**The metal 1 layer**

The bar under the picture is 20 um long. Supply wires on this layer in gray.
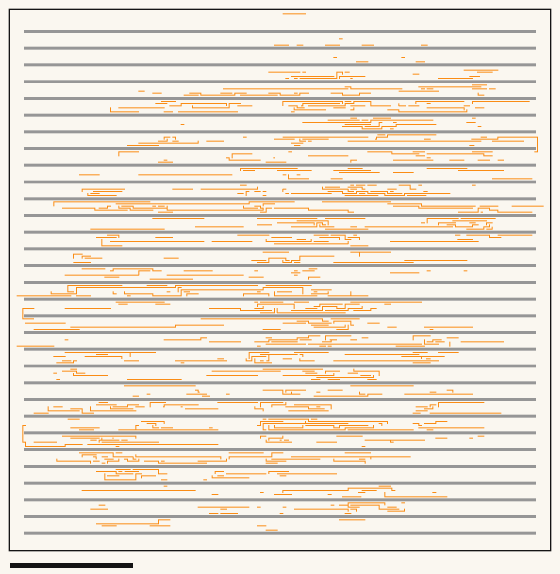
**The metal 2 layer**

The bar under the picture is 20 um long.
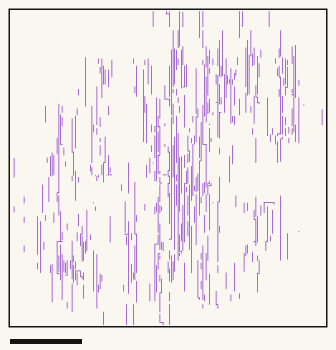
==> src/rtl/dac_spi_tx_pkg.sv <==
`default_nettype none
// ============================================================================
//  Module      : dac_spi_tx_pkg
//  Description : Shared constants, state encoding and sizing helper for the
//                DAC SPI frame transmitter.
//  Revision    : 1.0 - initial release
// ============================================================================
package dac_spi_tx_pkg;

    localparam int FRAME_BITS      = 32;
    localparam int DATA_FIELD_BITS = 12;

    localparam logic [3:0] DAC_CMD_WRITE_UPDATE = 4'b0011;
    localparam logic [3:0] DAC_ADDR_ALL         = 4'b1111;

    // Number of bits needed to hold 'value'; never less than one.
    function automatic int clogb2(input int value);
        int result;
        int v;
        result = 0;
        v      = value;
        for (int i = 0; i < 32; i++) begin
            if (v > 0) begin
                result = result + 1;
                v      = v >> 1;
            end
        end
        if (result < 1) begin
            result = 1;
        end
        return result;
    endfunction

    localparam int BIT_CNT_W = clogb2(FRAME_BITS);

    typedef enum logic [2:0] {
        ST_IDLE  = 3'd0,
        ST_REQ   = 3'd1,
        ST_LOAD  = 3'd2,
        ST_SHIFT = 3'd3,
        ST_GAP   = 3'd4
    } state_t;

endpackage
`default_nettype wire

==> src/rtl/spi_clk_div.sv <==
`default_nettype none
// ============================================================================
//  Module      : spi_clk_div
//  Description : Serial clock timing; emits rise/fall strobes every CLK_DIV
//                cycles while run is high, starting from an SCK-low phase.
//  Revision    : 1.0 - initial release
// ============================================================================
module spi_clk_div
    import dac_spi_tx_pkg::*;
#(
    parameter int CLK_DIV = 2
) (
    input  logic clk,
    input  logic rst,
    input  logic run,
    output logic rise,
    output logic fall
);

    localparam int                 c_div_w    = clogb2(CLK_DIV);
    localparam logic [c_div_w-1:0] c_div_last = c_div_w'(CLK_DIV - 1);

    logic [c_div_w-1:0] div_cnt_q;
    logic [c_div_w-1:0] div_cnt_d;
    logic               phase_q;
    logic               phase_d;
    logic               w_wrap;

    assign w_wrap = run && (div_cnt_q == c_div_last);
    assign rise   = w_wrap && !phase_q;
    assign fall   = w_wrap &&  phase_q;

    always_comb begin
        div_cnt_d = div_cnt_q;
        phase_d   = phase_q;
        if (!run) begin
            div_cnt_d = '0;
            phase_d   = 1'b0;
        end else if (w_wrap) begin
            div_cnt_d = '0;
            phase_d   = ~phase_q;
        end else begin
            div_cnt_d = div_cnt_q + c_div_w'(1);
        end
    end

    always_ff @(posedge clk or posedge rst) begin
        if (rst) begin
            div_cnt_q <= '0;
            phase_q   <= 1'b0;
        end else begin
            div_cnt_q <= div_cnt_d;
            phase_q   <= phase_d;
        end
    end

endmodule
`default_nettype wire

==> src/rtl/dac_spi_tx.sv <==
`default_nettype none
// ============================================================================
//  Module      : dac_spi_tx
//  Description : Periodic sample requester and 32-bit SPI frame transmitter
//                for a command/address/data DAC.
//  Revision    : 1.0 - initial release
// ============================================================================
module dac_spi_tx
    import dac_spi_tx_pkg::*;
#(
    parameter int         SIZE          = 12,
    parameter int         CLK_DIV       = 2,
    parameter int         SAMPLE_PERIOD = 200,
    parameter logic [3:0] DAC_CMD       = DAC_CMD_WRITE_UPDATE,
    parameter logic [3:0] DAC_ADDR      = DAC_ADDR_ALL
) (
    input  logic            clk,
    input  logic            rst,
    input  logic            enable,
    input  logic [SIZE-1:0] data,
    output logic            next,
    output logic            spi_sck,
    output logic            spi_mosi,
    output logic            dac_cs_n,
    output logic            dac_clr_n,
    output logic            busy,
    output logic            overrun
);

    localparam int                   c_per_w    = clogb2(SAMPLE_PERIOD - 1);
    localparam logic [c_per_w-1:0]   c_per_last = c_per_w'(SAMPLE_PERIOD - 1);
    localparam int                   c_gap_w    = clogb2(2 * CLK_DIV - 1);
    localparam logic [c_gap_w-1:0]   c_gap_last = c_gap_w'(2 * CLK_DIV - 1);
    localparam logic [BIT_CNT_W-1:0] c_bit_last = BIT_CNT_W'(FRAME_BITS - 1);

    state_t                  state_q,   state_d;
    logic [c_per_w-1:0]      per_cnt_q, per_cnt_d;
    logic [BIT_CNT_W-1:0]    bit_cnt_q, bit_cnt_d;
    logic [c_gap_w-1:0]      gap_cnt_q, gap_cnt_d;
    logic [FRAME_BITS-1:0]   shreg_q,   shreg_d;
    logic                    sck_q,     sck_d;
    logic                    mosi_q,    mosi_d;
    logic                    cs_n_q,    cs_n_d;
    logic                    clr_n_q,   clr_n_d;
    logic                    overrun_q, overrun_d;

    logic                    w_tick;
    logic                    w_sck_rise;
    logic                    w_sck_fall;
    logic [DATA_FIELD_BITS-1:0] w_field;
    logic [FRAME_BITS-1:0]   w_frame;

    // Narrow samples sit at the top of the 12-bit field.
    generate
        if (SIZE >= DATA_FIELD_BITS) begin : g_field_full
            assign w_field = data[DATA_FIELD_BITS-1:0];
        end else begin : g_field_pad
            assign w_field = {data, {(DATA_FIELD_BITS - SIZE){1'b0}}};
        end
    endgenerate

    assign w_frame = {8'h00, DAC_CMD, DAC_ADDR, w_field, 4'h0};
    assign w_tick  = enable && (per_cnt_q == '0);

    spi_clk_div #(
        .CLK_DIV (CLK_DIV)
    ) u_spi_clk_div (
        .clk  (clk),
        .rst  (rst),
        .run  (state_q == ST_SHIFT),
        .rise (w_sck_rise),
        .fall (w_sck_fall)
    );

    always_comb begin
        per_cnt_d = per_cnt_q;
        state_d   = state_q;
        bit_cnt_d = bit_cnt_q;
        gap_cnt_d = gap_cnt_q;
        shreg_d   = shreg_q;
        sck_d     = sck_q;
        mosi_d    = mosi_q;
        cs_n_d    = cs_n_q;
        clr_n_d   = 1'b1;
        // A tick that does not find the FSM idle is a lost sample slot.
        overrun_d = overrun_q | (w_tick && (state_q != ST_IDLE));

        if (!enable || (per_cnt_q == c_per_last)) begin
            per_cnt_d = '0;
        end else begin
            per_cnt_d = per_cnt_q + c_per_w'(1);
        end

        case (state_q)
            ST_IDLE: begin
                if (w_tick) begin
                    state_d = ST_REQ;
                end
            end
            ST_REQ: begin
                state_d = ST_LOAD;
            end
            ST_LOAD: begin
                shreg_d   = {w_frame[FRAME_BITS-2:0], 1'b0};
                mosi_d    = w_frame[FRAME_BITS-1];
                sck_d     = 1'b0;
                cs_n_d    = 1'b0;
                bit_cnt_d = '0;
                state_d   = ST_SHIFT;
            end
            ST_SHIFT: begin
                if (w_sck_rise) begin
                    sck_d = 1'b1;
                end
                if (w_sck_fall) begin
                    sck_d = 1'b0;
                    if (bit_cnt_q == c_bit_last) begin
                        cs_n_d    = 1'b1;
                        mosi_d    = 1'b0;
                        gap_cnt_d = '0;
                        state_d   = ST_GAP;
                    end else begin
                        bit_cnt_d = bit_cnt_q + BIT_CNT_W'(1);
                        mosi_d    = shreg_q[FRAME_BITS-1];
                        shreg_d   = {shreg_q[FRAME_BITS-2:0], 1'b0};
                    end
                end
            end
            ST_GAP: begin
                if (gap_cnt_q == c_gap_last) begin
                    state_d = ST_IDLE;
                end else begin
                    gap_cnt_d = gap_cnt_q + c_gap_w'(1);
                end
            end
            default: begin
                state_d = ST_IDLE;
            end
        endcase
    end

    always_ff @(posedge clk or posedge rst) begin
        if (rst) begin
            state_q   <= ST_IDLE;
            per_cnt_q <= '0;
            bit_cnt_q <= '0;
            gap_cnt_q <= '0;
            shreg_q   <= '0;
            sck_q     <= 1'b0;
            mosi_q    <= 1'b0;
            cs_n_q    <= 1'b1;
            clr_n_q   <= 1'b0;
            overrun_q <= 1'b0;
        end else begin
            state_q   <= state_d;
            per_cnt_q <= per_cnt_d;
            bit_cnt_q <= bit_cnt_d;
            gap_cnt_q <= gap_cnt_d;
            shreg_q   <= shreg_d;
            sck_q     <= sck_d;
            mosi_q    <= mosi_d;
            cs_n_q    <= cs_n_d;
            clr_n_q   <= clr_n_d;
            overrun_q <= overrun_d;
        end
    end

    assign next      = (state_q == ST_REQ);
    assign busy      = (state_q != ST_IDLE);
    assign spi_sck   = sck_q;
    assign spi_mosi  = mosi_q;
    assign dac_cs_n  = cs_n_q;
    assign dac_clr_n = clr_n_q;
    assign overrun   = overrun_q;

endmodule
`default_nettype wire
==> config.mk <==
export PLATFORM = sky130hd
export DESIGN_NAME = dac_spi_tx
export DESIGN_NICKNAME = d
export VERILOG_FILES = /design/src/rtl/dac_spi_tx_pkg.sv /design/src/rtl/spi_clk_div.sv /design/src/rtl/dac_spi_tx.sv
export SDC_FILE = /design/constraint.sdc
export NUM_CORES = 1
export LEC_CHECK = 0
export CAP_MARGIN = 0
export CORE_MARGIN = 2
export CORE_UTILIZATION = 35
export CTS_BUF_LIST = sky130_fd_sc_hd__clkbuf_4
export DETAILED_ROUTE_END_ITERATION = 10
export PLACE_DENSITY = 0.53
export SETUP_SLACK_MARGIN = 0.05
export SLEW_MARGIN = 5
export SYNTH_ARGS = -nofsm -noshare
export SYNTH_HDL_FRONTEND = slang
export SYNTH_SLANG_ARGS = --single-unit
==> constraint.sdc <==
create_clock -name clk -period 2.3 [get_ports clk]
set_clock_uncertainty 0.15 [all_clocks]
set_input_delay 0.46 -clock clk [delete_from_list [all_inputs] [get_ports clk]]
set_output_delay 0.46 -clock clk [all_outputs]
set_load 0.005 [all_outputs]
==> flow_summary.json <==
{
  "p_total_mw": 1.61,
  "timing.slew.headroom_pct": 65.3,
  "clk_pin_slew_ns": 0.14,
  "clk_path_buf_depth": 2,
  "grt_pass1_vias": 1698,
  "routed_via_density": 5.12,
  "gr-usage-met3_pct": 2.83,
  "final_antenna_net_count": 0,
  "tns_ns": 0,
  "antenna_found_initial": 0,
  "r2r_start": "state_q[1]$_DFFE_PP0P_",
  "hold_buffers": 0,
  "dr_wl_met2_um": 2200,
  "io_buffers": 21,
  "sw_frac_of_total_pct": 21.3,
  "comb_share_pct": 34.0,
  "internal-power_mw": 1.26,
  "synth_cell_types": 48,
  "common_cells": "53 x dfrtp_1, 18 x inv_1, 14 x nor3_1, 12 x a22o_1, 12 x nor2_1",
  "grt_usage_pct": 14.2,
  "synth-edff-count": 0,
  "placed_cells": 342,
  "synth_warnings": 0,
  "crit_start": "state_q[0]$_DFFE_PP0P_",
  "cpMaxStageDelayCell": "clkdlybuf4s50_1",
  "cts_made_buffers": 5,
  "outcome": "finished clean",
  "synthAdderAreaFrac_pct": 2.04,
  "p_clk_mw": 0.550,
  "hpwl_um": 3330,
  "ir_drop_uv": 372,
  "warnings": 28,
  "syn_area_um2": 2460,
  "setup_viol": 0,
  "wl_met1_um": 2640,
  "p_seq_share_pct": 60.8,
  "seq_cells": 54,
  "seq-power_mw": 0.976,
  "pre_cts_ws_ns": 0.187,
  "reg.largest.list": "shreg_q (27), per_cnt_q (8), bit_cnt_q (6)",
  "grt_pass1_wl_um": 8500,
  "fmax_ghz": 0.462,
  "hold_violations": 0,
  "critical_path_depth": 3,
  "top_cell": "dfrtp_1",
  "largest_reg_flops": 27,
  "period_needed_ns": 2.16,
  "grt.busiest_layer": "met1",
  "yosysChipArea_um2": 2460,
  "criticalPathCategory": "reg -> out",
  "syn_nets": 246,
  "layoutNonFillerInstCount": 351,
  "mux_area_share_pct": 0,
  "period_used_pct": 94.1,
  "stdcell_area_um2": 2910,
  "nClkBuffers": 7,
  "syn-instance-count": 227,
  "wl_per_cell_um": 14.4,
  "num-nonclk-buffers": 31,
  "use_met1_pct": 20.9,
  "top_cell_area_share_pct": 53.9,
  "largest_register": "shreg_q",
  "ctsResizeCount": 2,
  "cpPeakStageDelay_ns": 0.52,
  "yosys.area.top_type": "dfrtp_1",
  "root_buffer": "clkbuf_4",
  "dpl_cell_area_um2": 2810,
  "ys_ff": 54,
  "seq_share_pct": 46.6,
  "ff2ff_path_depth": 6,
  "path_max_fanout": 3,
  "gr-total-overflow": 0,
  "simple_gate_share_pct": 14.6,
  "fp_util_pct": 36.2,
  "clkPwrFrac_pct": 34.2,
  "grt_max_degree": 32,
  "drt-pass1-iter-count": 4,
  "clk_latency_ns": 0.38,
  "ys_sh_aoi_pct": 20.4,
  "logic_area_um2": 987,
  "drive_gt1_share_pct": 12.9,
  "combPwrFrac_pct": 5.0,
  "antenna_cells": 0,
  "rsz0062_at_grt": "yes",
  "yosys-top-cells-area": "dfrtp_1 54%, a22o_1 4.3%, a211oi_1 3.1%",
  "met3_length_um": 130,
  "die_area_um2": 7710,
  "core-area_um2": 6790,
  "worstPathRequired_ns": 1.69,
  "crit_family": "buffers and inverters",
  "buffer_area_share_pct": 10.2,
  "synth.avg_cell_area_um2": 10.8,
  "post_cts_buffers": 1,
  "topCombFamilyByArea": "AND-OR/OR-AND gates",
  "xor_area_share_pct": 2.49,
  "endpoint_kind": "output port",
  "top_layer_used": "met4",
  "globalplace.congestion": 0.758,
  "layout_top_cell": "dfrtp_1",
  "dominant-cell-class": "flip-flops and latches",
  "rrSetupSlack_ns": 0.37,
  "arrival_ns": 1.55,
  "worst_slack_ns": 0.135,
  "tapCellCount": 96,
  "p_comb_mw": 0.0807,
  "mostFrequentLayoutCells": "52 x dfrtp_1, 20 x clkdlybuf4s50_1, 17 x inv_1",
  "htreeDepth": 2,
  "crit_chain": "inv_1, nor3_2, clkdlybuf4s50_1",
  "crit-reg2reg-capture": "shreg_q[16]$_DFFE_PP0P_",
  "yosys_most_used_dff": "dfrtp_1",
  "die_h_um": 87.8,
  "worstMarginPinSlew_ns": 0.519,
  "cp-start-kind": "register",
  "slew_violations": 0,
  "areaGrowthSynthToFinish_pct": 18.3,
  "yosys-stat-cells": 227,
  "hold_ws_ns": 0.160,
  "dieWidth_um": 87.8,
  "ios": 22,
  "flop_area_um2": 1350,
  "switchingPower_mw": 0.342,
  "layout.nets": 273,
  "drt-initial-drc-count": 72,
  "clkCellAreaFrac_pct": 2.84,
  "drc": 0,
  "p_leak_nw": 1.23,
  "fin_util_pct": 42.8
}
-- 'the metal 1 layer' (at the start) --
- nets with wire on the layer: 256
- longest straight run: 21.6 um
- share of all routed wire: 52%
WL final: 5040 um
vias: 1,798

-- 'the metal 2 layer' (at the start) --
- main direction: vertical
- nets with wire on the layer: 217
- share of all routed wire: 44%
- longest straight run: 35.4 um
met2 Use GR: 20.5%

